**src/rtl/core_pkg.sv**
```systemverilog
// Shared decode definitions: RV opcode constants, instruction format enum
// and the packed field bundle passed from the field decoder to the pipeline.
package core_pkg;

    localparam logic [6:0] OPC_LOAD      = 7'b0000011;
    localparam logic [6:0] OPC_MISC_MEM  = 7'b0001111;
    localparam logic [6:0] OPC_OP_IMM    = 7'b0010011;
    localparam logic [6:0] OPC_AUIPC     = 7'b0010111;
    localparam logic [6:0] OPC_OP_IMM_32 = 7'b0011011;
    localparam logic [6:0] OPC_STORE     = 7'b0100011;
    localparam logic [6:0] OPC_OP        = 7'b0110011;
    localparam logic [6:0] OPC_LUI       = 7'b0110111;
    localparam logic [6:0] OPC_OP_32     = 7'b0111011;
    localparam logic [6:0] OPC_BRANCH    = 7'b1100011;
    localparam logic [6:0] OPC_JALR      = 7'b1100111;
    localparam logic [6:0] OPC_JAL       = 7'b1101111;
    localparam logic [6:0] OPC_SYSTEM    = 7'b1110011;

    typedef enum logic [2:0] {
        FMT_R       = 3'd0,
        FMT_I       = 3'd1,
        FMT_S       = 3'd2,
        FMT_B       = 3'd3,
        FMT_U       = 3'd4,
        FMT_J       = 3'd5,
        FMT_ILLEGAL = 3'd6
    } fmt_e;

    typedef struct packed {
        logic [6:0] opcode;
        logic [6:0] funct7;
        logic [2:0] funct3;
        logic [4:0] rs1;
        logic [4:0] rs2;
        logic [4:0] rd;
        fmt_e       fmt;
        logic       illegal;
    } dec_fields_t;

    // Only base ADD/SUB-style funct7 encodings are supported for R-type.
    function automatic logic funct7_ok(input logic [6:0] f7);
        return (f7 == 7'b0000000) || (f7 == 7'b0100000);
    endfunction

endpackage

```
**src/rtl/instr_field_decode.sv**
```systemverilog
// Purely combinational RV32/RV64 base instruction field extraction and
// immediate generation; unused fields are forced to zero per format.
module instr_field_decode
    import core_pkg::*;
#(
    parameter int XLEN = 32
) (
    input  logic [31:0]     instr,
    output dec_fields_t     fields,
    output logic [XLEN-1:0] imm
);

    localparam bit RV64 = (XLEN == 64);

    logic [6:0]      opc_s;
    logic            r_f7_ok_s;
    fmt_e            fmt_s;
    logic [XLEN-1:0] imm_i_s;
    logic [XLEN-1:0] imm_s_s;
    logic [XLEN-1:0] imm_b_s;
    logic [XLEN-1:0] imm_u_s;
    logic [XLEN-1:0] imm_j_s;

    assign opc_s     = instr[6:0];
    assign r_f7_ok_s = funct7_ok(instr[31:25]);

    // Size casts of signed operands replicate instr[31] up to XLEN.
    assign imm_i_s = XLEN'($signed(instr[31:20]));
    assign imm_s_s = XLEN'($signed({instr[31:25], instr[11:7]}));
    assign imm_b_s = XLEN'($signed({instr[31], instr[7], instr[30:25], instr[11:8], 1'b0}));
    assign imm_u_s = XLEN'($signed({instr[31:12], 12'h000}));
    assign imm_j_s = XLEN'($signed({instr[31], instr[19:12], instr[20], instr[30:21], 1'b0}));

    // Classify the opcode into a format; anything unlisted is illegal.
    always_comb begin
        fmt_s = FMT_ILLEGAL;
        case (opc_s)
            OPC_OP:        fmt_s = r_f7_ok_s ? FMT_R : FMT_ILLEGAL;
            OPC_OP_32:     fmt_s = (RV64 && r_f7_ok_s) ? FMT_R : FMT_ILLEGAL;
            OPC_OP_IMM:    fmt_s = FMT_I;
            OPC_OP_IMM_32: fmt_s = RV64 ? FMT_I : FMT_ILLEGAL;
            OPC_LOAD:      fmt_s = FMT_I;
            OPC_JALR:      fmt_s = FMT_I;
            OPC_MISC_MEM:  fmt_s = FMT_I;
            OPC_SYSTEM:    fmt_s = FMT_I;
            OPC_STORE:     fmt_s = FMT_S;
            OPC_BRANCH:    fmt_s = FMT_B;
            OPC_LUI:       fmt_s = FMT_U;
            OPC_AUIPC:     fmt_s = FMT_U;
            OPC_JAL:       fmt_s = FMT_J;
            default:       fmt_s = FMT_ILLEGAL;
        endcase
    end

    // Route only the fields each format actually uses.
    always_comb begin
        fields         = '0;
        imm            = '0;
        fields.fmt     = fmt_s;
        fields.illegal = (fmt_s == FMT_ILLEGAL);
        case (fmt_s)
            FMT_R: begin
                fields.opcode = opc_s;
                fields.funct7 = instr[31:25];
                fields.funct3 = instr[14:12];
                fields.rs1    = instr[19:15];
                fields.rs2    = instr[24:20];
                fields.rd     = instr[11:7];
            end
            FMT_I: begin
                fields.opcode = opc_s;
                fields.funct7 = instr[31:25];
                fields.funct3 = instr[14:12];
                fields.rs1    = instr[19:15];
                fields.rd     = instr[11:7];
                imm           = imm_i_s;
            end
            FMT_S: begin
                fields.opcode = opc_s;
                fields.funct3 = instr[14:12];
                fields.rs1    = instr[19:15];
                fields.rs2    = instr[24:20];
                imm           = imm_s_s;
            end
            FMT_B: begin
                fields.opcode = opc_s;
                fields.funct3 = instr[14:12];
                fields.rs1    = instr[19:15];
                fields.rs2    = instr[24:20];
                imm           = imm_b_s;
            end
            FMT_U: begin
                fields.opcode = opc_s;
                fields.rd     = instr[11:7];
                imm           = imm_u_s;
            end
            FMT_J: begin
                fields.opcode = opc_s;
                fields.rd     = instr[11:7];
                imm           = imm_j_s;
            end
            default: begin
                fields.fmt     = FMT_ILLEGAL;
                fields.illegal = 1'b1;
            end
        endcase
    end

endmodule

```
**src/rtl/decode_stage.sv**
```systemverilog
// Decode pipeline stage: field decode followed by a valid/ready output
// register, optionally backed by a skid entry so o_ready can be registered.
module decode_stage
    import core_pkg::*;
#(
    parameter int XLEN    = 32,
    parameter bit SKID_EN = 1'b1
) (
    input  logic            clk,
    input  logic            rstn,
    input  logic            i_valid,
    output logic            o_ready,
    input  logic [31:0]     i_instr,
    input  logic [XLEN-1:0] i_pc,
    input  logic            i_flush,
    output logic            o_valid,
    input  logic            i_ready,
    output logic [XLEN-1:0] o_pc,
    output logic [6:0]      o_opcode,
    output logic [6:0]      o_funct7,
    output logic [2:0]      o_funct3,
    output logic [4:0]      o_rs1,
    output logic [4:0]      o_rs2,
    output logic [4:0]      o_rd,
    output logic [XLEN-1:0] o_imm,
    output fmt_e            o_fmt,
    output logic            o_illegal
);

    dec_fields_t     dec_fields_s;
    logic [XLEN-1:0] dec_imm_s;

    logic            out_valid_r;
    dec_fields_t     out_fields_r;
    logic [XLEN-1:0] out_pc_r;
    logic [XLEN-1:0] out_imm_r;

    logic            skid_valid_r;
    dec_fields_t     skid_fields_r;
    logic [XLEN-1:0] skid_pc_r;
    logic [XLEN-1:0] skid_imm_r;

    logic            ready_r;
    logic            ready_n;
    logic            out_valid_n;
    logic            skid_valid_n;
    logic            out_load_s;
    logic            out_from_skid_s;
    logic            skid_load_s;
    logic            accept_s;
    logic            fire_s;

    instr_field_decode #(
        .XLEN (XLEN)
    ) u_field_decode (
        .instr  (i_instr),
        .fields (dec_fields_s),
        .imm    (dec_imm_s)
    );

    // Without a skid entry ready_r only masks o_ready until reset has been released.
    assign o_ready  = SKID_EN ? ready_r : (ready_r && (!out_valid_r || i_ready));
    assign accept_s = i_valid && o_ready;
    assign fire_s   = out_valid_r && i_ready;
    assign ready_n  = SKID_EN ? !skid_valid_n : 1'b1;

    // Next-state for the output and skid slots; flush overrides any transfer.
    always_comb begin
        out_valid_n     = out_valid_r;
        skid_valid_n    = skid_valid_r;
        out_load_s      = 1'b0;
        out_from_skid_s = 1'b0;
        skid_load_s     = 1'b0;
        if (i_flush) begin
            out_valid_n  = 1'b0;
            skid_valid_n = 1'b0;
        end else if (SKID_EN) begin
            if (!out_valid_r || fire_s) begin
                if (skid_valid_r) begin
                    out_from_skid_s = 1'b1;
                    out_valid_n     = 1'b1;
                    skid_valid_n    = 1'b0;
                end else if (accept_s) begin
                    out_load_s  = 1'b1;
                    out_valid_n = 1'b1;
                end else begin
                    out_valid_n = 1'b0;
                end
            end else if (accept_s) begin
                skid_load_s  = 1'b1;
                skid_valid_n = 1'b1;
            end else begin
                skid_valid_n = skid_valid_r;
            end
        end else begin
            if (accept_s) begin
                out_load_s  = 1'b1;
                out_valid_n = 1'b1;
            end else if (fire_s) begin
                out_valid_n = 1'b0;
            end else begin
                out_valid_n = out_valid_r;
            end
        end
    end

    // Control and payload registers; reset discards anything held.
    always_ff @(posedge clk) begin
        if (!rstn) begin
            out_valid_r   <= 1'b0;
            skid_valid_r  <= 1'b0;
            ready_r       <= 1'b0;
            out_fields_r  <= '0;
            out_pc_r      <= '0;
            out_imm_r     <= '0;
            skid_fields_r <= '0;
            skid_pc_r     <= '0;
            skid_imm_r    <= '0;
        end else begin
            out_valid_r  <= out_valid_n;
            skid_valid_r <= skid_valid_n;
            ready_r      <= ready_n;
            if (out_from_skid_s) begin
                out_fields_r <= skid_fields_r;
                out_pc_r     <= skid_pc_r;
                out_imm_r    <= skid_imm_r;
            end else if (out_load_s) begin
                out_fields_r <= dec_fields_s;
                out_pc_r     <= i_pc;
                out_imm_r    <= dec_imm_s;
            end
            if (skid_load_s) begin
                skid_fields_r <= dec_fields_s;
                skid_pc_r     <= i_pc;
                skid_imm_r    <= dec_imm_s;
            end
        end
    end

    assign o_valid   = out_valid_r;
    assign o_pc      = out_pc_r;
    assign o_opcode  = out_fields_r.opcode;
    assign o_funct7  = out_fields_r.funct7;
    assign o_funct3  = out_fields_r.funct3;
    assign o_rs1     = out_fields_r.rs1;
    assign o_rs2     = out_fields_r.rs2;
    assign o_rd      = out_fields_r.rd;
    assign o_imm     = out_imm_r;
    assign o_fmt     = out_fields_r.fmt;
    assign o_illegal = out_fields_r.illegal;

endmodule

```
**config.mk**
```make
export PLATFORM = sky130hd
export DESIGN_NAME = decode_stage
export DESIGN_NICKNAME = d
export VERILOG_FILES = /design/src/rtl/core_pkg.sv /design/src/rtl/instr_field_decode.sv /design/src/rtl/decode_stage.sv
export SDC_FILE = /design/constraint.sdc
export NUM_CORES = 1
export LEC_CHECK = 0
export CAP_MARGIN = 20
export CELL_PAD_IN_SITES_DETAIL_PLACEMENT = 1
export CELL_PAD_IN_SITES_GLOBAL_PLACEMENT = 1
export CORE_AREA = 10 10 153 155
export CTS_BUF_LIST = sky130_fd_sc_hd__clkbuf_2 sky130_fd_sc_hd__clkbuf_4 sky130_fd_sc_hd__clkbuf_8
export DETAILED_ROUTE_END_ITERATION = 10
export DIE_AREA = 0 0 163 165
export MAX_ROUTING_LAYER = met4
export PLACE_DENSITY_LB_ADDON = 0.1
export SETUP_SLACK_MARGIN = 0.2
export SYNTH_ARGS = -nofsm -noshare
export SYNTH_HDL_FRONTEND = slang
export SYNTH_SLANG_ARGS = --single-unit
```
**constraint.sdc**
```tcl
create_clock -name clk -period 4.6 [get_ports clk]
set_input_delay 0.69 -clock clk [delete_from_list [all_inputs] [get_ports clk]]
set_output_delay 0.69 -clock clk [all_outputs]
set_load 0.005 [all_outputs]
```
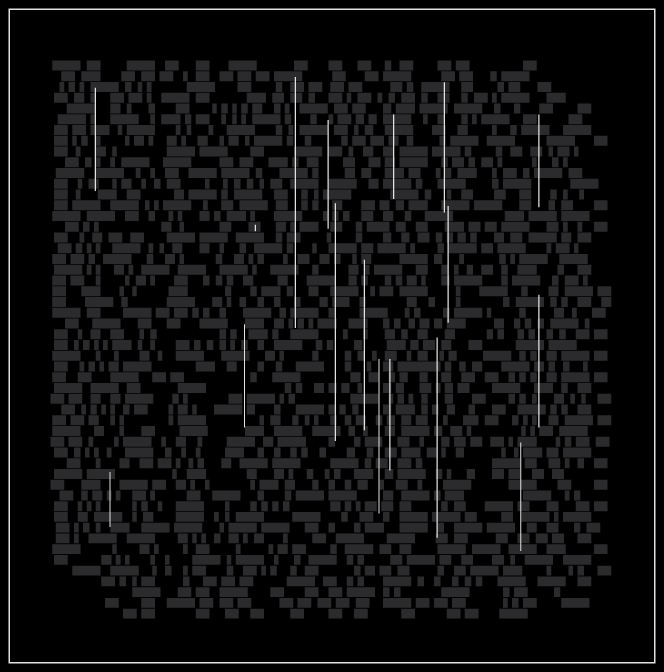
*The metal 4 layer*
longest straight run: 63.2 um
main direction: vertical
share of all routed wire: 1.9%
nets with wire on the layer: 12
wire length on this layer: 543 um

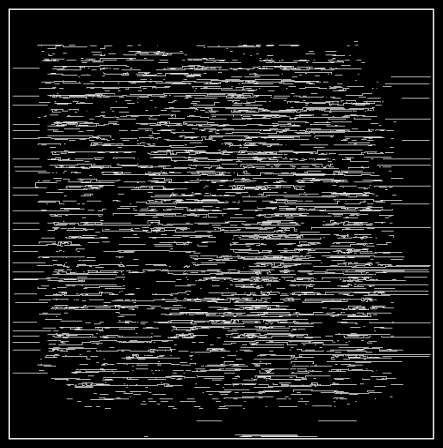
*Metal 1*
share of all routed wire: 44%
main direction: horizontal

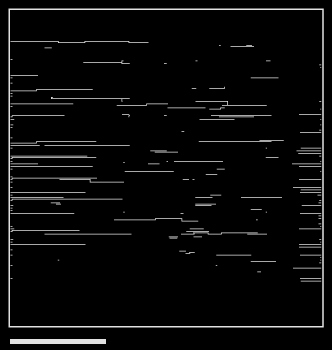
*The metal 3 layer*
Bar = 50 um.
wire length on this layer: 1740 um
longest straight run: 57.5 um
nets with wire on the layer: 125
main direction: horizontal
DR vias: 8028
final wirelength: 28200 um

-- critical path: stages --
cell             delay (ns)
clkdlybuf4s50_1        0.62
or3_2                  0.55
buf_4                  0.34
a2111oi_1              0.60
and2_1                 0.37
a22o_1                 0.18
-- power by group --
| part | switching [mW] | leakage [nW] | internal (mW) |
|---|---|---|---|
| Sequential | 0.0215 | 1.64 | 1.80 |
| Combinational | 0.174 | 2.25 | 0.169 |
| Clock | 0.722 | 0.392 | 0.994 |
| Total | 0.918 | 4.29 | 2.96 |
-- logic make-up (layout without fill, tap and decap cells) --
kind of cell / Yosys count / in the layout / synth area share, %
buffers and inverters: 94 / 250 / 4.47
flip-flops: 203 / 203 / 48.1
AND/OR/NAND/NOR: 351 / 351 / 18.8
AND-OR/OR-AND: 353 / 353 / 28.6
-- metal layers --
layer  up-vias  GRT usage [%]
met5         -              -
met2       217           34.3
li1       3863              -
met1      3908           25.9
met4         0           5.61
met3        40           5.45
-- cell type report --
type,instances,area [um2]
timing repair buffer,184,1830
tap,270,338
multi-input combinational,704,4030
sequential,203,4060
fill,2402,9160
clock buffer,56,683
clock inverter,4,45.0
inverter,6,22.5
-- registers in the layout, summed over array words and instances, names as in the netlist --
signal         count
o_imm             32
o_ready            1
o_rs2              5
skid_imm_r        32
o_fmt              3
skid_pc_r         32
o_funct7           7
o_valid            1
skid_valid_r       1
o_illegal          1
o_funct3           3
o_rs1              5
o_rd               5
o_pc              32
o_opcode           7
skid_fields_r     36
-- placed cells by master, fill, tap and decap left out, drive strengths merged, types with 6 or more instances in the layout --
| master | synthesis | final |
|---|---|---|
| nand3 | 66 | 66 |
| o211a | 32 | 32 |
| buf | 15 | 15 |
| nor2 | 27 | 27 |
| clkbuf | 73 | 56 |
| a22o | 36 | 36 |
| nand2 | 199 | 199 |
| o21ai | 95 | 95 |
| a21boi | 47 | 47 |
| clkdlybuf4s50 | 0 | 169 |
| and2 | 7 | 7 |
| a221oi | 14 | 14 |
| o221ai | 11 | 11 |
| dfxtp | 203 | 203 |
| nor3 | 10 | 10 |
| a31oi | 6 | 6 |
| inv | 6 | 6 |
| nor3b | 8 | 8 |
| a21oi | 77 | 77 |
| a32oi | 7 | 7 |
-- worst max-delay path by stage --
stage          slack [ns]                        endpoint  cells past startpoint
2_1_floorplan        2.30  skid_fields_r[14]$_SDFFE_PN0P_                      7
3_3_place_gp         1.29  skid_fields_r[15]$_SDFFE_PN0P_                      6
3_5_place_dp         1.19  skid_fields_r[20]$_SDFFE_PN0P_                      6
4_1_cts              1.73  skid_fields_r[20]$_SDFFE_PN0P_                      6
5_1_grt              1.51  skid_fields_r[20]$_SDFFE_PN0P_                      6
6_report             1.67  skid_fields_r[20]$_SDFFE_PN0P_                      6
==> results.sh <==
# yosys + openroad results
export IMPL_flop_cell="dfxtp_1"
export IMPL_synth_nets=1070
export IMPL_synth_yosys_warnings=0
export IMPL_r2r_start="skid_valid_r$_SDFF_PN0_"
export IMPL_ys_flops=203
export IMPL_netlist_area_leader_share_pct=48.1
export IMPL_final_core_util_pct=54.6
export IMPL_rows=52
export IMPL_ff2ff_setup_slack_ns=1.86
export IMPL_maxSlewHeadroom_pct=33.7
export IMPL_yosys_top_cells_count="dfxtp_1, nand2_1, o21ai_0"
export IMPL_postCtsSetupBuffers=0
export IMPL_ctsHoldBuffers=0
export IMPL_fin_crit_sh_pct=63.6
export IMPL_top_cell="dfxtp_1"
export IMPL_synth_distinct_cells=58
export IMPL_finalPower_mw=3.88
export IMPL_ys_cells=1001
export IMPL_drc_errors=0
export IMPL_clock_fmax_mhz=342
export IMPL_synth_top_cell_by_area="dfxtp_1"
export IMPL_drtPass1Iterations=4
export IMPL_grt_use_total_pct=21.2
export IMPL_detail_route_antenna_nets=0
export IMPL_drt_iter0_markers=448
export IMPL_cp_end_kind="flop"
export IMPL_grt_pass1_vias=8412
export IMPL_chipWidth_um=163
export IMPL_worst_hold_path_num_cells=2
export IMPL_setup_viol=0
export IMPL_cts_tree="built"
export IMPL_vias_per_cell=5.63
export IMPL_clockRootBuffer="clkbuf_8"
export IMPL_criticalPathCategory="input pin to flop"
export IMPL_antenna_found_initial=0
export IMPL_ir_drop_mv=0.240
export IMPL_grt_setup_unrepaired="no"
export IMPL_async_flop_share_pct=0
export IMPL_clockBufferDepth=3
export IMPL_clock_sinks=203
export IMPL_placed_area_um2=10300
export IMPL_hp_class="flop to flop"
export IMPL_grt_ovfl_total=0
export IMPL_core_area_um2=20200
export IMPL_cp_start_kind="input pin"
export IMPL_numCtsBuffers=37
export IMPL_worstHoldStart="o_imm[12]$_SDFFE_PN0P_"
export IMPL_worstSkewPairLatency_ns=0.52
export IMPL_met2_wirelength_um=13500
export IMPL_outcome="complete, no violations"
export IMPL_area_growth_pct=30.3
export IMPL_layout_drive_gt1_share_pct=7.35
export IMPL_clk_pin_slew_worst_paths_ns=0.06
export IMPL_met1Wirelength_um=12500
export IMPL_r2r_end="o_pc[18]$_SDFFE_PN0P_"
export IMPL_finalCriticalPeriod_ns=2.93
export IMPL_ys_seq_share_pct=48.1
export IMPL_whs_ns=0.445
export IMPL_num_antenna_cells=0
export IMPL_edf_count=0
export IMPL_cp_startpoint="i_flush"
export IMPL_layout_nets=1205
export IMPL_hpwl_um=18800
export IMPL_htree_levels=2
export IMPL_syn_avg_cell_area_um2=8.44
export IMPL_dp_cells=1367
export IMPL_num_io_pins=171
export IMPL_hold_viol=0
export IMPL_r2r_cells=6
export IMPL_portBuffers=170
export IMPL_setup_tns_ns=0
export IMPL_die_h_um=165
export IMPL_max_cap_violations=0
export IMPL_worst_slew_pin_slew_ns=0.990
export IMPL_dieArea_um2=26900
export IMPL_p_leak_nw=4.29
export IMPL_grt_max_degree=114
Power figures rest on the tool's default switching activity, not on a simulated workload.
